Fig. 1: run 1, clock network drawn from the DEF
Drawn at 2 px/µm.
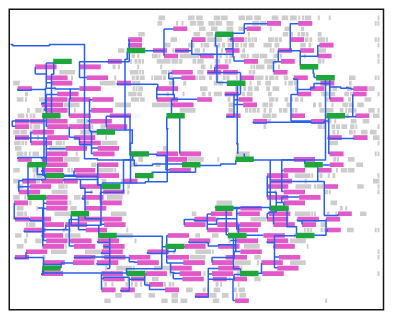
Fig. 2: run 1, clock routing
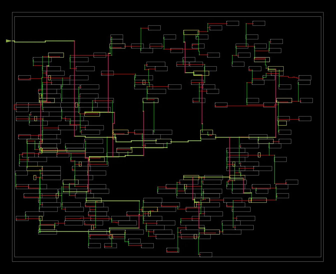
Fig. 3: run 1, signal wires by layer
Drawn at 1.5 px/µm.
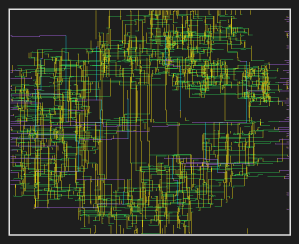
Fig. 4: run 1, signal wires on met3
Drawn at 2 px/µm.
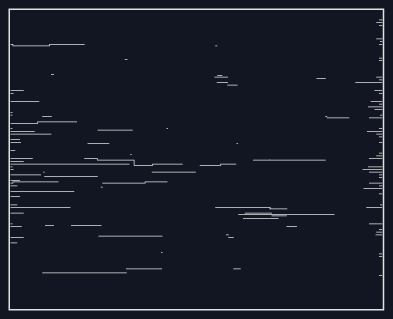
==> config.mk <==
export PLATFORM = sky130hd
export DESIGN_NAME = spike_out_wb_master
export DESIGN_NICKNAME = d
export VERILOG_FILES = /design/src/rtl/spike_out_wb_master.sv
export SDC_FILE = /design/constraint.sdc
export NUM_CORES = 1
export LEC_CHECK = 0
export CAP_MARGIN = 40
export CORE_ASPECT_RATIO = 0.8
export CORE_UTILIZATION = 30
export CTS_CLUSTER_SIZE = 8
export DETAILED_ROUTE_END_ITERATION = 12
export PLACE_DENSITY = 0.62
export SETUP_SLACK_MARGIN = 0.5
export SYNTH_ARGS = -nofsm -noshare
export SYNTH_HDL_FRONTEND = slang
export SYNTH_SLANG_ARGS = --single-unit
==> constraint.sdc <==
create_clock -name wb_clk_i -period 3.75 [get_ports wb_clk_i]
set_input_delay 0.5625 -clock wb_clk_i [delete_from_list [all_inputs] [get_ports wb_clk_i]]
set_output_delay 0.5625 -clock wb_clk_i [all_outputs]
set_load 0.01 [all_outputs]
==> results.txt, run 1 <==
fresh numbers from the pnr run: Synth area leaders=edfxtp_1 (47%), dfxtp_1 (18%), mux4_2 (8.8%), Antenna Diode Count=1, register area=5350 µm², DP Cell Count=1032, area delta synth->final=26.7%, pin count of the biggest net entering global routing=49, setup ws final=1.11 ns, Init Core Util=0.308, delay-heaviest family, CP=simple AND/OR/NAND/NOR gates, nonclk buf count=117, WL met3=1010 µm, M1 WL=7690 µm, I/O Buffers=105, Synth cell types=52, Worst path max stage delay=0.49 ns, P_seq=0.00272 W, fmax=379 MHz, Pwr per Cell Area=601 nW/µm², Top cells excl fill/tap=edfxtp_1 (128), clkdlybuf4s50_1 (104), nand2_1 (75), max layer used=met4, PostCTS Resize Cnt=0, Max IR drop VDD=373 µV, Ports=167, max reg flops=128, part of the cycle the worst path needs=0.703, Flop pwr share=0.439, clk cell area share=0.0809, Adder Share, Synth=0.0163, initial antenna violation count=1, final antenna-violating net count=0, Fin. Hold Viols=0, Int Pwr=0.00458 W, Worst Path Buf+Inv=1, Post-CTS Setup Inserts=0, logic area=2470 µm², max-cap violation count=0, status=finished clean, vias in the first global route=4846, Non-clk invs=13, root buf cell=clkbuf_16, min cycle time layout=2.64 ns, Final Cell Area=10300 µm², Die Ht=149 µm, reg2reg path depth=10, gr busiest metal=met2, core area=26500 µm², DIE AREA=27800 µm², Net count, final=785, Hold Worst Slack=0.438 ns, final setup vio count=0, reg2reg setup slack=1.19 ns, H-tree level count=1, Synth area leader=edfxtp_1, Power Clock=0.00237 W, and+or+nand+nor area frac=0.111, GR Util met1=0.162, comb area leader=simple AND/OR/NAND/NOR gates, GRT Residual Overflow=0, Cells after Synth=595, CP Class=flip-flop to output port, RSZ-0062 raised after global routing=false, number of enable flip-flop cells=128, Slew Viols, Final=0, Switching Share=0.261, Critical Path Sink Type=output port, drt via density=4.57, XOR/XNOR Fraction of Synth Area=0.0140, DR DRC count=0, CLK BUF=49, P_sw=0.00162 W, mux frac, synth=0.0938, slowest stage cell, crit path=clkdlybuf4s50_1, Placer Congestion=0.737, DRT Pass-1 Iters=5, fin cells=1084, most frequent cells after synthesis=edfxtp_1 (128), dfxtp_1 (75), nand2_1 (75), Post-Synth AOI/OAI Area=0.0526, Top pwr grp=sequential cells, Dominant cell area share=0.471, top_reg_cell synth=edfxtp_1, clock power share=0.383, tool warnings=61, Worst slew margin=0.542, Die X=186 µm, # rows=53, DP Worst Slack=0.806 ns, Yosys Instances=595, Logic pwr share=0.179, fraction of layout cells with a size suffix above 1=0.129, Leakage=3.38 nW, First DRT Iteration DRCs=238, first-pass GRT wire length=26800 µm, overall routing resource usage=0.121, Ys Warns=0, Placed Area=9490 µm²
## Picture notes: Fig. 1
- flip-flops: magenta (count 203)
- clock drivers: green (count 29)
- clock wires: blue (length 2820 µm)
- flops lie: spread over the die
- routed clock nets: 30
clock latency on the worst-skew pair: 0.55 ns
Layout Skew: 0.0254 ns

## Picture notes: Fig. 2
Flops: 203
CTS buffer count: 29
clock sink total: 203

## Picture notes: Fig. 3
- metal 1: green (wire length 7690 µm)
- metal 2: yellow (wire length 7640 µm)
- metal 3: purple (wire length 1010 µm)
- metal 4: cyan (wire length 381 µm)
final WL: 16700 µm
routed len/inst: 15.4 µm
via count: 4957

## Picture notes: Fig. 4
- nets with wire on the layer: 88
- longest straight run: 59.1 µm
- wire length on this layer: 1010 µm
- main direction: horizontal
- share of all routed wire: 6.0%
M3 GR Usage: 0.0319

Fig. 5: run 1, logic cells by family
Drawn at 1.5 px/µm.
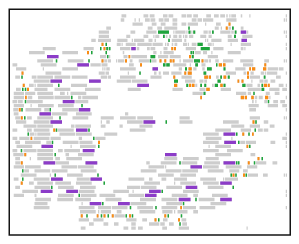

==> run 2, diff against run 1 <==
--- a/config.mk
+++ b/config.mk
@@ -10,7 +10,7 @@
 export CORE_UTILIZATION = 30
 export CTS_CLUSTER_SIZE = 8
 export DETAILED_ROUTE_END_ITERATION = 12
-export PLACE_DENSITY = 0.62
+export PLACE_DENSITY = 0.64
 export SETUP_SLACK_MARGIN = 0.5
 export SYNTH_ARGS = -nofsm -noshare
 export SYNTH_HDL_FRONTEND = slang
==> constraint.sdc (replaced) <==
create_clock -name wb_clk_i -period 2.2 [get_ports wb_clk_i]
set_input_delay 0.33 -clock wb_clk_i [delete_from_list [all_inputs] [get_ports wb_clk_i]]
set_output_delay 0.33 -clock wb_clk_i [all_outputs]
set_load 0.01 [all_outputs]
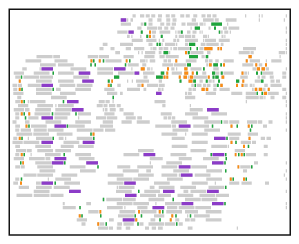
Fig. 6. Logic cells by family (run 2).
Drawn at 1.5 px/µm.
- inverting AOI/OAI gates: orange (cells 75; most used a21oi_1; where spread over the die)
- multiplexers: purple (cells 36; most used mux4_2)
- NAND gates: green (cells 109; most used nand2_1; where spread over the die)
Commonest Layout Cell: edfxtp_1
fin cells: 1107
logic gate fraction of the total cell area: 0.243

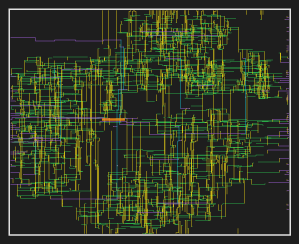
Fig. 7. Signal wires by layer (run 2).
Drawn at 1.5 px/µm.
- metal 3: purple (wire length 962 µm)
- metal 1: green (wire length 8160 µm)
- metal 4: cyan (wire length 367 µm)
- metal 2: yellow (wire length 7850 µm)
- metal 5: orange (wire length 13.8 µm)
routed len/inst: 15.7 µm
final WL: 17400 µm
overall routing resource usage: 0.126
via count: 5062

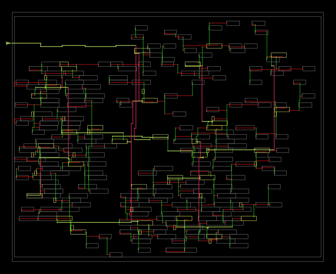
Fig. 8. Clock routing (run 2).
clock latency on the worst-skew pair: 0.53 ns
CLK BUF: 50

==> run 2 against run 1 <==
Against the previous run: via count grew 2.1%; area after synthesis stayed put; synthesized cell count is the same; first-iteration DRC count down 22%; critical path type is now flip-flop to flip-flop; largest cell class unchanged.
==> results.txt, run 2 <==
fresh numbers from the pnr run: status=finished clean, Cells after Synth=595 (unchanged), number of enable flip-flop cells=128 (unchanged), clock-pin slew on the worst setup and hold paths=0.05 ns, Flop pwr share=0.439 (about the same), DIE AREA=27800 µm² (unchanged), P_sw=0.00277 W (+71%), PostCTS Resize Cnt=92 (+92), max reg flops=128 (unchanged), flop share of the area=0.507, reg2reg path depth=10 (unchanged), # rows=53 (unchanged), GRT Residual Overflow=0 (unchanged), register area=5380 µm² (+0.58%), cell chain of the critical path=ha_4 > and3_4 > a21oi_4 > nand2b_4 > ha_4 > inv_2 > fa_2 > xor2_1 > or3_1 > a21oi_2, Hold Worst Slack=0.157 ns (-0.281 ns), nonclk buf count=140 (+20%), Worst path max stage delay=0.34 ns (-0.15 ns), M1 WL=8160 µm (+6.2%), Switching Share=0.264 (+0.00216), M3 GR Usage=0.0307 (-0.00117), H-tree level count=1 (unchanged), Fin. Hold Viols=0 (unchanged), tool warnings=64 (+4.9%), CTS Buffer Depth=3, Top pwr grp=sequential cells, Flops=203 (unchanged), initial antenna violation count=1 (unchanged), Yosys reg bits=203, final core utilization=0.401, count leader, synth=edfxtp_1, DRT Pass-1 Iters=4 (-1), fraction of layout cells with a size suffix above 1=0.208 (+0.0785), Post-CTS Setup Inserts=0 (unchanged), Leading cell kind=flip-flops and latches, Die X=186 µm (unchanged), Synth area leaders=edfxtp_1 (47%), dfxtp_1 (18%), mux4_2 (8.8%), mux frac, synth=0.0938 (unchanged), metal2 WL=7850 µm, Final Cell Area=10600 µm² (+2.7%), gr busiest metal=met2, Ys Warns=0 (unchanged), drt via density=4.57 (about the same), GR Util met1=0.174 (+0.0114), WL met3=962 µm (-4.6%), clock sink total=203 (unchanged), Yosys Chip Area=8150 µm², Placed Area=9780 µm² (+3.1%), CTS buffer count=29 (unchanged), Seq/Total Area, Yosys=0.656, Max FO, Critical Path=4, area delta synth->final=30.0%, Critical Path Most Common Cell=ha_4, Die Ht=149 µm (unchanged), Net count, final=808 (+2.9%), P_seq=0.00462 W (+70%), Antenna Diode Count=0 (-1), DP Cell Count=1054 (+2.1%), Worst Path Buf+Inv=1 (unchanged), min cycle time layout=2.19 ns, final setup TNS=0 ns, Power Clock=0.00401 W (+69%), CP Class=flip-flop to flip-flop, max-cap violation count=0 (unchanged), vias in the first global route=4967 (+2.5%), Hold Path Depth=2, Post-Synth AOI/OAI Area=0.0526 (unchanged), RSZ-0062 raised after global routing=true, Int Pwr=0.00774 W (+69%), Ports=167 (unchanged), clock power share=0.382 (about the same), Worst Hold Class=input port to flip-flop, Pwr per Cell Area=991 nW/µm² (+65%), core area=26500 µm² (unchanged), CP startpoint kind=flip-flop, XOR/XNOR Fraction of Synth Area=0.0140 (unchanged), Init Core Util=0.308 (unchanged), Critical Path Sink Type=flip-flop, syn_area_per_cell=13.7 µm², HPWL Detailed=11000 µm, final antenna-violating net count=0 (unchanged), Synth cell types=52 (unchanged), root buf cell=clkbuf_16, Worst Path Arrival=2.64 ns, fmax=458 MHz, clk cell area share=0.0781 (-0.00280), CP required=2.66 ns, logic area=2570 µm² (+4.2%), most frequent cells after synthesis=edfxtp_1 (128), dfxtp_1 (75), nand2_1 (75), DR DRC count=0 (unchanged), top_reg_cell synth=edfxtp_1, global routing usage on met2=0.198, Slew Viols, Final=0 (unchanged), pin count of the biggest net entering global routing=35 (-29%), Top cells excl fill/tap=edfxtp_1 (128), nand2_1 (74), dlygate4sd2_1 (66), Placer Congestion=0.753 (+2.1%), setup ws final=0.0148 ns (-1.10 ns), Comb. pwr=0.00187 W, Tap Cells=357, First DRT Iteration DRCs=185 (-22%), Logic pwr share=0.178 (about the same), Non-clock buffer share=0.125, reg2reg setup slack=0.01 ns (-1.18 ns), CTS tree=yes, first-pass GRT wire length=27700 µm (+3.3%), Adder Share, Synth=0.0163 (unchanged), Tot Pwr=0.0105 W, comb area leader=simple AND/OR/NAND/NOR gates, max layer used=met5, multi-input gates=342, Max IR drop VDD=581 µV (+56%), Post-Syn Area=8150 µm², part of the cycle the worst path needs=0.993, final setup vio count=0 (unchanged), Yosys Instances=595 (unchanged), Layout Skew=0.0160 ns (-0.00938 ns), filler cell count=2498, I/O Buffers=105 (unchanged), Leakage=3.83 nW (+13%), Post-synth ARST share=0, Hold Buf Count CTS=0, DP Worst Slack=-0.143 ns (-0.949 ns), Dominant cell area share=0.471 (unchanged), Non-clk invs=13 (unchanged), delay-heaviest family, CP=simple AND/OR/NAND/NOR gates, slowest stage cell, crit path=dfxtp_2, Synth area leader=edfxtp_1, and+or+nand+nor area frac=0.111 (unchanged), Critical Path Stages=10
Power is estimated from default activity; no workload was simulated.
